--- src/rtl/seg7_pkg.sv ---
// seg7_pkg: definitions shared by the 7-segment display driver.
//   - seg7_state_t : conversion FSM states (IDLE, CONV, DONE)
//   - SEG_0..SEG_9 : segment patterns {g,f,e,d,c,b,a}, active-high
//   - SEG_BLANK    : all segments off
//   - BLANK_CODE   : digit code that decodes to a blank digit
package seg7_pkg;

  typedef enum logic [1:0] {
    ST_IDLE = 2'd0,
    ST_CONV = 2'd1,
    ST_DONE = 2'd2
  } seg7_state_t;

  localparam logic [6:0] SEG_0     = 7'h3F;
  localparam logic [6:0] SEG_1     = 7'h06;
  localparam logic [6:0] SEG_2     = 7'h5B;
  localparam logic [6:0] SEG_3     = 7'h4F;
  localparam logic [6:0] SEG_4     = 7'h66;
  localparam logic [6:0] SEG_5     = 7'h6D;
  localparam logic [6:0] SEG_6     = 7'h7D;
  localparam logic [6:0] SEG_7     = 7'h07;
  localparam logic [6:0] SEG_8     = 7'h7F;
  localparam logic [6:0] SEG_9     = 7'h6F;
  localparam logic [6:0] SEG_BLANK = 7'h00;

  localparam logic [3:0] BLANK_CODE = 4'hF;

  // Number of double-dabble iterations for an 8-bit input.
  localparam int unsigned CONV_ITERS = 8;

endpackage

--- src/rtl/seg7_decode.sv ---
// seg7_decode: combinational digit-code to segment decoder.
// Ports:
//   code - 4-bit digit code; 0..9 are digits, anything else is blank
//   seg  - segments {g,f,e,d,c,b,a}, active-high
module seg7_decode
  import seg7_pkg::*;
(
  input  logic [3:0] code,
  output logic [6:0] seg
);

  always_comb begin
    seg = SEG_BLANK;
    case (code)
      4'd0:    seg = SEG_0;
      4'd1:    seg = SEG_1;
      4'd2:    seg = SEG_2;
      4'd3:    seg = SEG_3;
      4'd4:    seg = SEG_4;
      4'd5:    seg = SEG_5;
      4'd6:    seg = SEG_6;
      4'd7:    seg = SEG_7;
      4'd8:    seg = SEG_8;
      4'd9:    seg = SEG_9;
      default: seg = SEG_BLANK;
    endcase
  end

endmodule

--- src/rtl/display_seg7_driver.sv ---
// display_seg7_driver: converts the displayed 8-bit result to BCD with a
// sequential double-dabble engine and drives a multiplexed 4-digit
// common-cathode 7-segment panel. Digit 3 (leftmost) shows the result
// index, digits 2..0 show the decimal value.
//
// Build option: SEG7_LZ_BLANK_EN enables leading-zero blanking of the
// hundreds and tens digits.
//
// Parameters:
//   SCAN_DIV       - clock cycles each digit stays enabled (2..65535)
// Ports:
//   clk            - system clock
//   reset          - synchronous, active-high
//   run_display    - controller is in its display state
//   display_result - unsigned value to show
//   state_display  - index of that value
//   seg_o          - segments {g,f,e,d,c,b,a}, active-high, registered
//   an_o           - one-hot digit enable, bit 3 leftmost, registered
//   busy_o         - conversion in progress
//   valid_o        - at least one conversion completed since reset
module display_seg7_driver
  import seg7_pkg::*;
#(
  parameter int SCAN_DIV = 16
)
(
  input  logic       clk,
  input  logic       reset,
  input  logic       run_display,
  input  logic [7:0] display_result,
  input  logic [2:0] state_display,
  output logic [6:0] seg_o,
  output logic [3:0] an_o,
  output logic       busy_o,
  output logic       valid_o
);

  localparam logic [15:0] DIV_LAST = 16'(SCAN_DIV - 1);

  seg7_state_t state_reg, state_next;
  logic [19:0] shift_reg, shift_next;
  logic [3:0]  cnt_reg, cnt_next;
  logic [7:0]  cap_val_reg, cap_val_next;
  logic [2:0]  cap_idx_reg, cap_idx_next;
  logic [3:0]  hund_reg, hund_next;
  logic [3:0]  tens_reg, tens_next;
  logic [3:0]  ones_reg, ones_next;
  logic [3:0]  idx_reg, idx_next;
  logic        valid_reg, valid_next;
  logic [15:0] div_reg;
  logic [1:0]  ptr_reg;
  logic [3:0]  an_reg;
  logic [6:0]  seg_reg;

  // Add-3 correction applied to each BCD nibble before every shift.
  logic [11:0] bcd_adj;
  genvar gi;
  generate
    for (gi = 0; gi < 3; gi++) begin : g_adj
      logic [3:0] nib;
      assign nib = shift_reg[8 + gi*4 +: 4];
      assign bcd_adj[gi*4 +: 4] = (nib >= 4'd5) ? nib + 4'd3 : nib;
    end
  endgenerate

  logic new_pair;
  assign new_pair = !valid_reg ||
                    ({display_result, state_display} != {cap_val_reg, cap_idx_reg});

  always_comb begin
    state_next   = state_reg;
    shift_next   = shift_reg;
    cnt_next     = cnt_reg;
    cap_val_next = cap_val_reg;
    cap_idx_next = cap_idx_reg;
    hund_next    = hund_reg;
    tens_next    = tens_reg;
    ones_next    = ones_reg;
    idx_next     = idx_reg;
    valid_next   = valid_reg;
    case (state_reg)
      ST_IDLE: begin
        if (run_display && new_pair) begin
          shift_next   = {12'd0, display_result};
          cap_val_next = display_result;
          cap_idx_next = state_display;
          cnt_next     = 4'd0;
          state_next   = ST_CONV;
        end
      end
      ST_CONV: begin
        shift_next = {bcd_adj[10:0], shift_reg[7:0], 1'b0};
        cnt_next   = cnt_reg + 4'd1;
        if (cnt_reg == 4'(CONV_ITERS - 1)) begin
          state_next = ST_DONE;
        end
      end
      ST_DONE: begin
        hund_next  = shift_reg[19:16];
        tens_next  = shift_reg[15:12];
        ones_next  = shift_reg[11:8];
        idx_next   = {1'b0, cap_idx_reg};
        valid_next = 1'b1;
        state_next = ST_IDLE;
      end
      default: state_next = ST_IDLE;
    endcase
  end

  always_ff @(posedge clk) begin
    if (reset) begin
      state_reg   <= ST_IDLE;
      shift_reg   <= '0;
      cnt_reg     <= '0;
      cap_val_reg <= '0;
      cap_idx_reg <= '0;
      hund_reg    <= '0;
      tens_reg    <= '0;
      ones_reg    <= '0;
      idx_reg     <= '0;
      valid_reg   <= 1'b0;
    end else begin
      state_reg   <= state_next;
      shift_reg   <= shift_next;
      cnt_reg     <= cnt_next;
      cap_val_reg <= cap_val_next;
      cap_idx_reg <= cap_idx_next;
      hund_reg    <= hund_next;
      tens_reg    <= tens_next;
      ones_reg    <= ones_next;
      idx_reg     <= idx_next;
      valid_reg   <= valid_next;
    end
  end

  // Digit codes after optional leading-zero blanking.
  logic [3:0] hund_code, tens_code;
`ifdef SEG7_LZ_BLANK_EN
  assign hund_code = (hund_reg == 4'd0) ? BLANK_CODE : hund_reg;
  assign tens_code = (hund_reg == 4'd0 && tens_reg == 4'd0) ? BLANK_CODE : tens_reg;
`else
  assign hund_code = hund_reg;
  assign tens_code = tens_reg;
`endif

  logic [3:0] digit_code;
  always_comb begin
    digit_code = ones_reg;
    case (ptr_reg)
      2'd3:    digit_code = idx_reg;
      2'd2:    digit_code = hund_code;
      2'd1:    digit_code = tens_code;
      default: digit_code = ones_reg;
    endcase
  end

  logic [6:0] seg_dec;
  seg7_decode u_decode (
    .code (digit_code),
    .seg  (seg_dec)
  );

  logic show;
  assign show = run_display && valid_reg;

  // Scan divider and pointer; the pointer walks 3,2,1,0 by 2-bit wraparound.
  always_ff @(posedge clk) begin
    if (reset) begin
      div_reg <= '0;
      ptr_reg <= 2'd3;
      an_reg  <= '0;
      seg_reg <= '0;
    end else begin
      if (div_reg == DIV_LAST) begin
        div_reg <= '0;
        ptr_reg <= ptr_reg - 2'd1;
      end else begin
        div_reg <= div_reg + 16'd1;
      end
      an_reg  <= show ? (4'b0001 << ptr_reg) : 4'b0000;
      seg_reg <= show ? seg_dec : SEG_BLANK;
    end
  end

  assign seg_o   = seg_reg;
  assign an_o    = an_reg;
  assign busy_o  = (state_reg != ST_IDLE);
  assign valid_o = valid_reg;

endmodule

--- config.mk ---
export PLATFORM = sky130hd
export DESIGN_NAME = display_seg7_driver
export DESIGN_NICKNAME = d
export VERILOG_FILES = /design/src/rtl/seg7_pkg.sv /design/src/rtl/seg7_decode.sv /design/src/rtl/display_seg7_driver.sv
export SDC_FILE = /design/constraint.sdc
export NUM_CORES = 1
export LEC_CHECK = 0
export CORE_ASPECT_RATIO = 0.75
export CORE_UTILIZATION = 30
export CTS_CLUSTER_SIZE = 28
export DETAILED_ROUTE_END_ITERATION = 6
export PLACE_DENSITY = 0.58
export SYNTH_ARGS = -nofsm -noshare
export SYNTH_HDL_FRONTEND = slang
export SYNTH_SLANG_ARGS = --single-unit
--- constraint.sdc ---
create_clock -name clk -period 1.9 [get_ports clk]
set_input_delay 0.19 -clock clk [delete_from_list [all_inputs] [get_ports clk]]
set_output_delay 0.19 -clock clk [all_outputs]
set_load 0.01 [all_outputs]
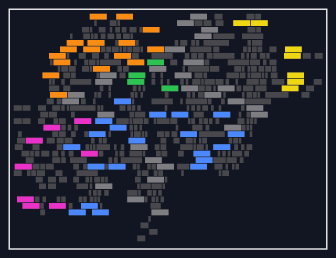
Fig. 1. Register map, names as in the netlist.
Other sequential cells in the stronger grey, the rest of the logic in the fainter grey.
| colour | name in the netlist | flops |
|---|---|---|
| magenta | cap_val_reg | 8 |
| orange | div_reg | 16 |
| green | hund_code | 4 |
| blue | shift_reg | 20 |
| yellow | seg_o | 7 |
not coloured: 27
fraction of area in registers: 33.9%
FF/Latch Area: 0.00165 mm2

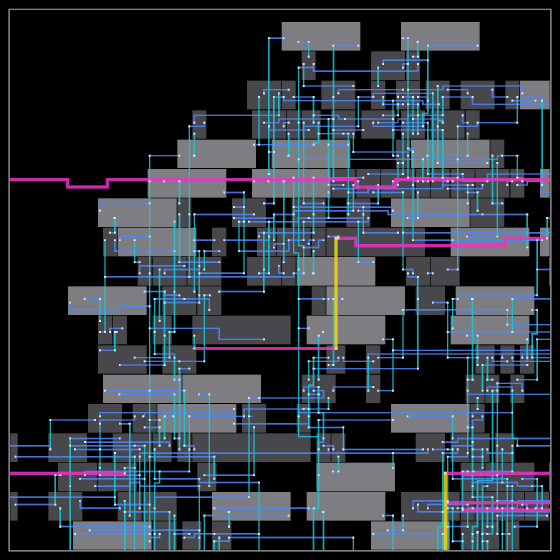
Fig. 2. A small window of the routed layout.
Window x 8 to 58, y 49 to 99 um. Cells in grey, sequential cells in the stronger grey; small squares are vias.
| colour | layer |
|---|---|
| magenta | met3 |
| yellow | met4 |
| blue | met1 |
| cyan | met2 |
most frequent: dfxtp_1 (26), nor2_1 (19), nand2_1 (13)
sequential cells in the window: 26
netlist names of flops here include: div_reg (14), shift_reg (3), cap_idx_reg (2)
cells with their middle in the window: 129

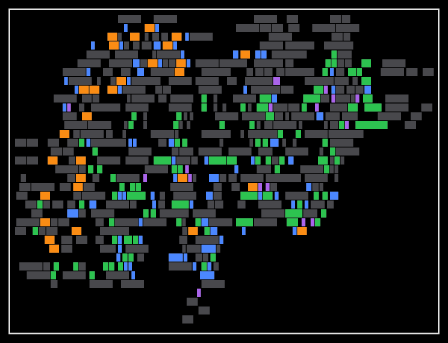
Fig. 3. Gate-type map.
| colour | family | cells |
|---|---|---|
| blue | NOR gates | 72 |
| purple | inverters | 16 |
| green | inverting AOI/OAI gates | 92 |
| orange | XOR/XNOR gates | 29 |
Comb/total area: 42.9%
Post-Layout Cell Count: 645
Commonest Layout Cell: dfxtp_1

==> results.yml <==
# synthesis and place-and-route metrics
status:
  outcome: "finished with violations"
  violations: "negative setup slack"
sta:
  slew_headroom_pct: 57.8
  setup_ws_ns: -0.0747
  whs_ns: 0.285
  tightest_slew_ns: 0.631
  finalClockSkew_ns: 0.00808
  setup_violations: 1
  clock.fmax_mhz: 506
cells_and_area:
  final_cell_mix: "dfxtp_1 (80), nor2_1 (49), nand2_1 (38)"
  largest_reg_flops: 20
  final_util_pct: 39.5
  drive_gt1_share_pct: 17.5
  nNonClkBuffers: 55
  stdcell_area_mm2: 0.00486
  clk_share_pct: 7.57
yosys:
  synth_seq_share_pct: 43.3
  async_flop_share_pct: 0
  top_cell: "dfxtp_1"
  syn_avg_cell_area_um2: 8.80
  top_area_cell: "dfxtp_1"
  edf_count: 0
  ys_cells: 431
  fa_ha_area_share_pct: 5.61
  synth.area.top_cells: "dfxtp_1 (43%), ha_1 (5.6%), nor2_1 (5.0%)"
critical_path:
  worstPathArrival_ns: 2.20
  r2r_start: "ptr_reg[0]$_SDFFE_PP1P_"
global_route:
  busiest_layer: "met2"
  antenna_found_initial: 0
  use_met2_pct: 19.7
min_path:
  hold_path_class: "in -> reg"
  whs_endpoint: "valid_o$_SDFFE_PP0N_"
detailed_routing:
  dr.max_layer_used: "met4"
  wl_met3_um: 311
power_and_ir_drop:
  max-vdd-ir-drop_v: 0.000480
  power_density_mw_per_mm2: 877
  pg_clk_w: 0.00213
  seq_power_share_pct: 42.6
clocking:
  clock-sinks: 82
  cts_setup_buffers: 2
